### src/rtl/serial_subtractor.sv
// Bit-serial WIDTH-bit subtractor (diff = a - b, LSB first) behind a start/done handshake.
// Define SERIAL_SUB_SIGNED_EN to build the signed-overflow flag; otherwise ovf is tied low.
module serial_subtractor #(
    parameter int WIDTH = 8
) (
    input  logic             clk,
    input  logic             rst_n,
    input  logic             start,
    input  logic [WIDTH-1:0] a,
    input  logic [WIDTH-1:0] b,
    output logic             busy,
    output logic             done,
    output logic [WIDTH-1:0] diff,
    output logic             borrow,
    output logic             ovf
);

    localparam int CNT_W = $clog2(WIDTH);
    localparam logic [CNT_W-1:0] LAST_BIT = CNT_W'(WIDTH - 1);

    typedef enum logic [1:0] {
        IDLE,
        RUN,
        DONE
    } state_t;

    state_t             state_q, state_d;
    logic [WIDTH-1:0]   sa_q, sa_d;
    logic [WIDTH-1:0]   sb_q, sb_d;
    logic [WIDTH-1:0]   res_q, res_d;
    logic               bor_q, bor_d;
    logic [CNT_W-1:0]   cnt_q, cnt_d;
    logic [WIDTH-1:0]   diff_q, diff_d;
    logic               borrow_q, borrow_d;

    logic               load;
    logic               finish;
    logic               bit_diff;
    logic               bor_next;
    logic [WIDTH-1:0]   res_next;

    // One full-subtractor step on the current LSBs.
    assign bit_diff = sa_q[0] ^ sb_q[0] ^ bor_q;
    assign bor_next = (~sa_q[0] & sb_q[0]) | (~sa_q[0] & bor_q) | (sb_q[0] & bor_q);
    assign res_next = {bit_diff, res_q[WIDTH-1:1]};

    // start is honoured only when no run is in progress.
    assign load   = start && (state_q != RUN);
    assign finish = (state_q == RUN) && (cnt_q == LAST_BIT);

    // NOTE: every *_d gets a default first so no path through the case infers a latch.
    always_comb begin
        state_d  = state_q;
        sa_d     = sa_q;
        sb_d     = sb_q;
        res_d    = res_q;
        bor_d    = bor_q;
        cnt_d    = cnt_q;
        diff_d   = diff_q;
        borrow_d = borrow_q;

        unique case (state_q)
            IDLE, DONE: begin
                state_d = IDLE;
                if (load) begin
                    sa_d    = a;
                    sb_d    = b;
                    res_d   = '0;
                    bor_d   = 1'b0;
                    cnt_d   = '0;
                    state_d = RUN;
                end
            end
            RUN: begin
                sa_d  = {1'b0, sa_q[WIDTH-1:1]};
                sb_d  = {1'b0, sb_q[WIDTH-1:1]};
                res_d = res_next;
                bor_d = bor_next;
                cnt_d = cnt_q + CNT_W'(1);
                if (finish) begin
                    diff_d   = res_next;
                    borrow_d = bor_next;
                    state_d  = DONE;
                end
            end
            default: state_d = IDLE;
        endcase
    end

    // NOTE: sequential state uses non-blocking assignments so all registers update together.
    always_ff @(posedge clk or negedge rst_n) begin
        if (!rst_n) begin
            state_q  <= IDLE;
            sa_q     <= '0;
            sb_q     <= '0;
            res_q    <= '0;
            bor_q    <= 1'b0;
            cnt_q    <= '0;
            diff_q   <= '0;
            borrow_q <= 1'b0;
        end else begin
            state_q  <= state_d;
            sa_q     <= sa_d;
            sb_q     <= sb_d;
            res_q    <= res_d;
            bor_q    <= bor_d;
            cnt_q    <= cnt_d;
            diff_q   <= diff_d;
            borrow_q <= borrow_d;
        end
    end

`ifdef SERIAL_SUB_SIGNED_EN
    logic a_msb_q, a_msb_d;
    logic b_msb_q, b_msb_d;
    logic ovf_q, ovf_d;

    // Operand MSBs are kept from the capture edge; the result MSB is the final serial bit.
    always_comb begin
        a_msb_d = a_msb_q;
        b_msb_d = b_msb_q;
        ovf_d   = ovf_q;
        if (load) begin
            a_msb_d = a[WIDTH-1];
            b_msb_d = b[WIDTH-1];
        end
        if (finish) begin
            ovf_d = (a_msb_q != b_msb_q) && (res_next[WIDTH-1] != a_msb_q);
        end
    end

    always_ff @(posedge clk or negedge rst_n) begin
        if (!rst_n) begin
            a_msb_q <= 1'b0;
            b_msb_q <= 1'b0;
            ovf_q   <= 1'b0;
        end else begin
            a_msb_q <= a_msb_d;
            b_msb_q <= b_msb_d;
            ovf_q   <= ovf_d;
        end
    end

    assign ovf = ovf_q;
`else
    assign ovf = 1'b0;
`endif

    assign busy   = (state_q == RUN);
    assign done   = (state_q == DONE);
    assign diff   = diff_q;
    assign borrow = borrow_q;

endmodule

### config.mk
export PLATFORM = sky130hd
export DESIGN_NAME = serial_subtractor
export DESIGN_NICKNAME = d
export VERILOG_FILES = /design/src/rtl/serial_subtractor.sv
export SDC_FILE = /design/constraint.sdc
export NUM_CORES = 1
export LEC_CHECK = 0
export CELL_PAD_IN_SITES_DETAIL_PLACEMENT = 0
export CELL_PAD_IN_SITES_GLOBAL_PLACEMENT = 1
export CORE_MARGIN = 2
export CORE_UTILIZATION = 41
export DETAILED_ROUTE_END_ITERATION = 8
export GPL_ROUTABILITY_DRIVEN = 0
export HOLD_SLACK_MARGIN = 0.06
export PLACE_DENSITY_LB_ADDON = 0.2
export SYNTH_ARGS = -nofsm -noshare
export SYNTH_HDL_FRONTEND = slang
export SYNTH_SLANG_ARGS = --single-unit
### constraint.sdc
create_clock -name clk -period 1.84 [get_ports clk]
set_input_delay 0.368 -clock clk [delete_from_list [all_inputs] [get_ports clk]]
set_output_delay 0.368 -clock clk [all_outputs]
set_load 0.005 [all_outputs]
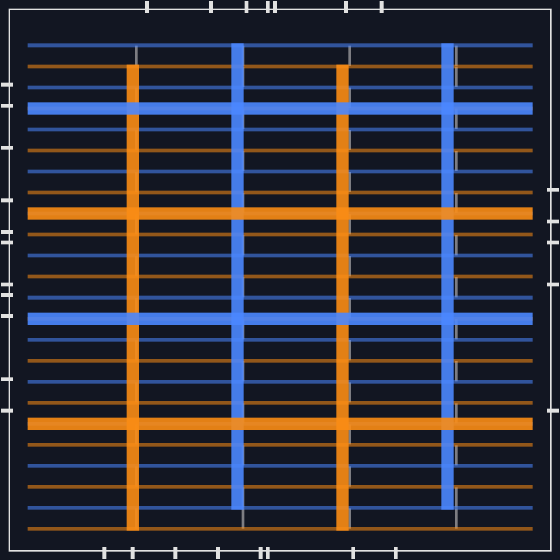
Fig. 1. Power grid.
Pins as bars on the die edge. Tap cells in grey.
| net | colour |
|---|---|
| VSS | orange |
| VDD | blue |
met5 straps: 4
rows: 23
Die Y: 69.85 um
VDD IR max: 0.7268 mV
area of the core: 4086 sq um
Die Span X: 69.85 um

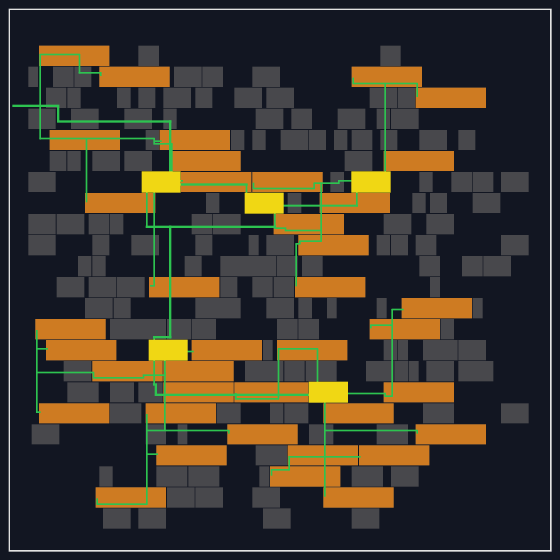
Fig. 2. Routed clock nets over the placement.
[clock wires] green | length: 424 um
[flip-flops] orange | count: 38
[clock-net drivers] yellow | count: 5
flops lie: spread over the die
routed clock nets: 6
clk_lat worst skew: 280 ps
Clk pwr share: 0.155
Clock group: 0.000526 W
Worst Skew: 5.369 ps

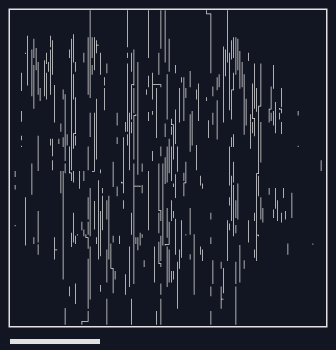
Fig. 3. Signal wires on met2.
Scale bar: 20 um.
nets with wire on the layer: 182
wire length on this layer: 1560 um
longest straight run: 28.9 um
main direction: vertical
share of all routed wire: 45%
DRT Wirelength: 3.475 mm
met2 track demand over resource: 0.2222
vias: 1257

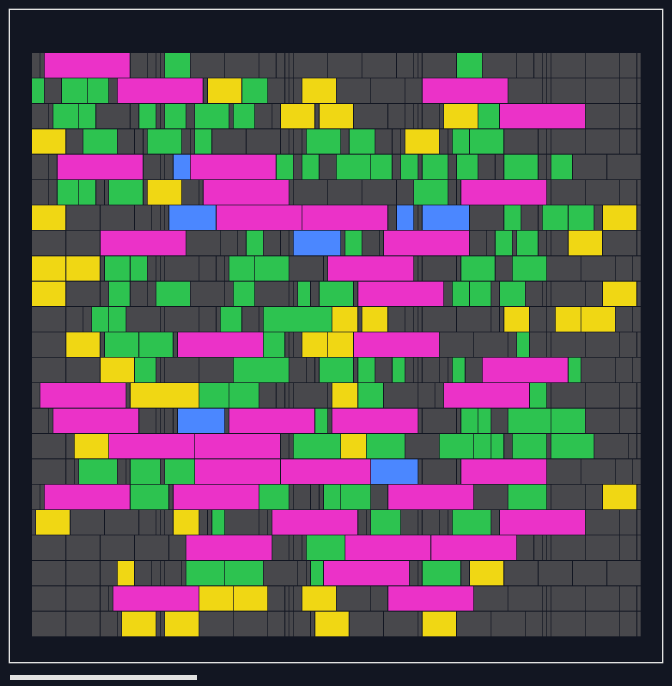
Fig. 4. Cell classes on the final placement.
Scale bar: 20 um. Fill, decap, tap and diode cells in grey.
| class | colour | cells |
|---|---|---|
| remaining buffers and delay cells | yellow | 40 |
| clock drivers and dummy loads | blue | 7 |
| remaining logic cells | green | 101 |
| sequential cells | magenta | 38 |
final core occ: 0.5511
Final Cell Area: 2252 sq um
Seq area share: 0.4228
# rows: 23

==> results_dict.tcl <==
# flow metrics
set metrics [dict create \
    status "complete, no violations" \
    post-place-ws_ps 234.2 \
    worst_hold_slack_ps 494.3 \
    fin_crit_ps 1784 \
    sw_frac_of_total 0.3408 \
    areaGrowthSynthToFinish_pct 26.67 \
    cts_buffer_depth 2 \
    busiest_layer "met2" \
    cts_tree "done" \
    min-delay-start "borrow" \
    final_cell_mix "dfrtp_1 (37), clkdlybuf4s50_1 (28), mux2i_1 (18)" \
    ios 31 \
    drive_gt1_frac 0.1344 \
    drv_cap 0 \
    synth.logic.top_family "AND-OR/OR-AND gates" \
    syn_inst 149 \
    sh_comb_area 0.3378 \
    initCoreUtil 0.4351 \
    async_reset_ff_frac 1.000 \
    setup_slack_ps 56.03 \
    p_per_area_nw_per_um2 1504 \
    cp_max_fo 4 \
    routedWlPerCell_um 14.72 \
    required_ps 1470 \
    critical_path.slowest_cell "clkdlybuf4s50_1" \
    yosys-stat-area_sq_um 1778 \
    reg2reg_to "diff[6]" \
    p_int_w 0.002233 \
    dpl-instance-area_sq_um 2147 \
    ys.flop_type "dfrtp_1" \
    crit_start "state_q[1]" \
    synth_adder_area_share 0.02533 \
    yosysUniqueCellTypes 26 \
    holdPathEnd "borrow" \
    clkSlewWorstSetupHoldPaths_ps 70 \
    dominant_cells "flip-flops and latches" \
    p_total_w 0.003387 \
    flops 38 \
    mi_logic_area_sq_um 760.7 \
    nets 208 \
    path_cells "nand2b_4 -> inv_2 -> clkdlybuf4s50_1" \
    pwr-share-seq 0.440 \
    drt_iter0_markers 38 \
    most_common_cell "dfrtp_1" \
    crit_path_start_kind "register" \
    clkCellAreaFrac 0.03500 \
    die-area_sq_um 4879 \
    cts_buffers 5 \
    synthAoiAreaFrac 0.1590 \
    reg2regPathDepth 5 \
    grt_usage 0.1518 \
    layoutNonFillerInstCount 236 \
    hpwl_mm 2.494 \
    worst_path_largest_cell_delay_ps 490 \
    warnings 26 \
    syn_nets 171 \
    largest_area_cell "dfrtp_1" \
    hold_depth 1 \
    synth_seq_share 0.5348 \
    nClkBuffers 5 \
    period_used_share 0.9695 \
    cts_root_buf "clkbuf_8" \
    layout_top_cell "dfrtp_1" \
    met2_length_mm 1.561 \
    wl_met3_um 139 \
    bufAreaShareNonClock 0.1700 \
    finalSetupTns_ps 0 \
    xor_area_frac 0 \
    highest_layer "met4" \
    viasPerCell 5.326 \
]
critical path: cells and delay by family, from the launching register on:
kind | cells | cell delay (ps)
and+or+nand+nor | 1 | 160
buffers and inverters | 2 | 550
DFF | 1 | 420
power by group through the flow:
stage | combinational, W | clock [W] | sequential [W]
2_1_floorplan | 0.000867 | 0 | 0.00144
3_5_place_dp | 0.00137 | 0 | 0.00150
5_1_grt | 0.00152 | 0.000583 | 0.00155
4_1_cts | 0.00138 | 0.000540 | 0.00149
6_report | 0.00137 | 0.000526 | 0.00149
3_3_place_gp | 0.00132 | 0 | 0.00148
repair_timing:
item,in CTS,in global routing
endpoints found under the setup margin,1,2
hold buffers,1,0
hold endpoints to repair,16,0
gates cloned,0,0
gates resized,1,1
buffers inserted,0,1
No activity file was given, so power comes from the tool's default toggle rates.
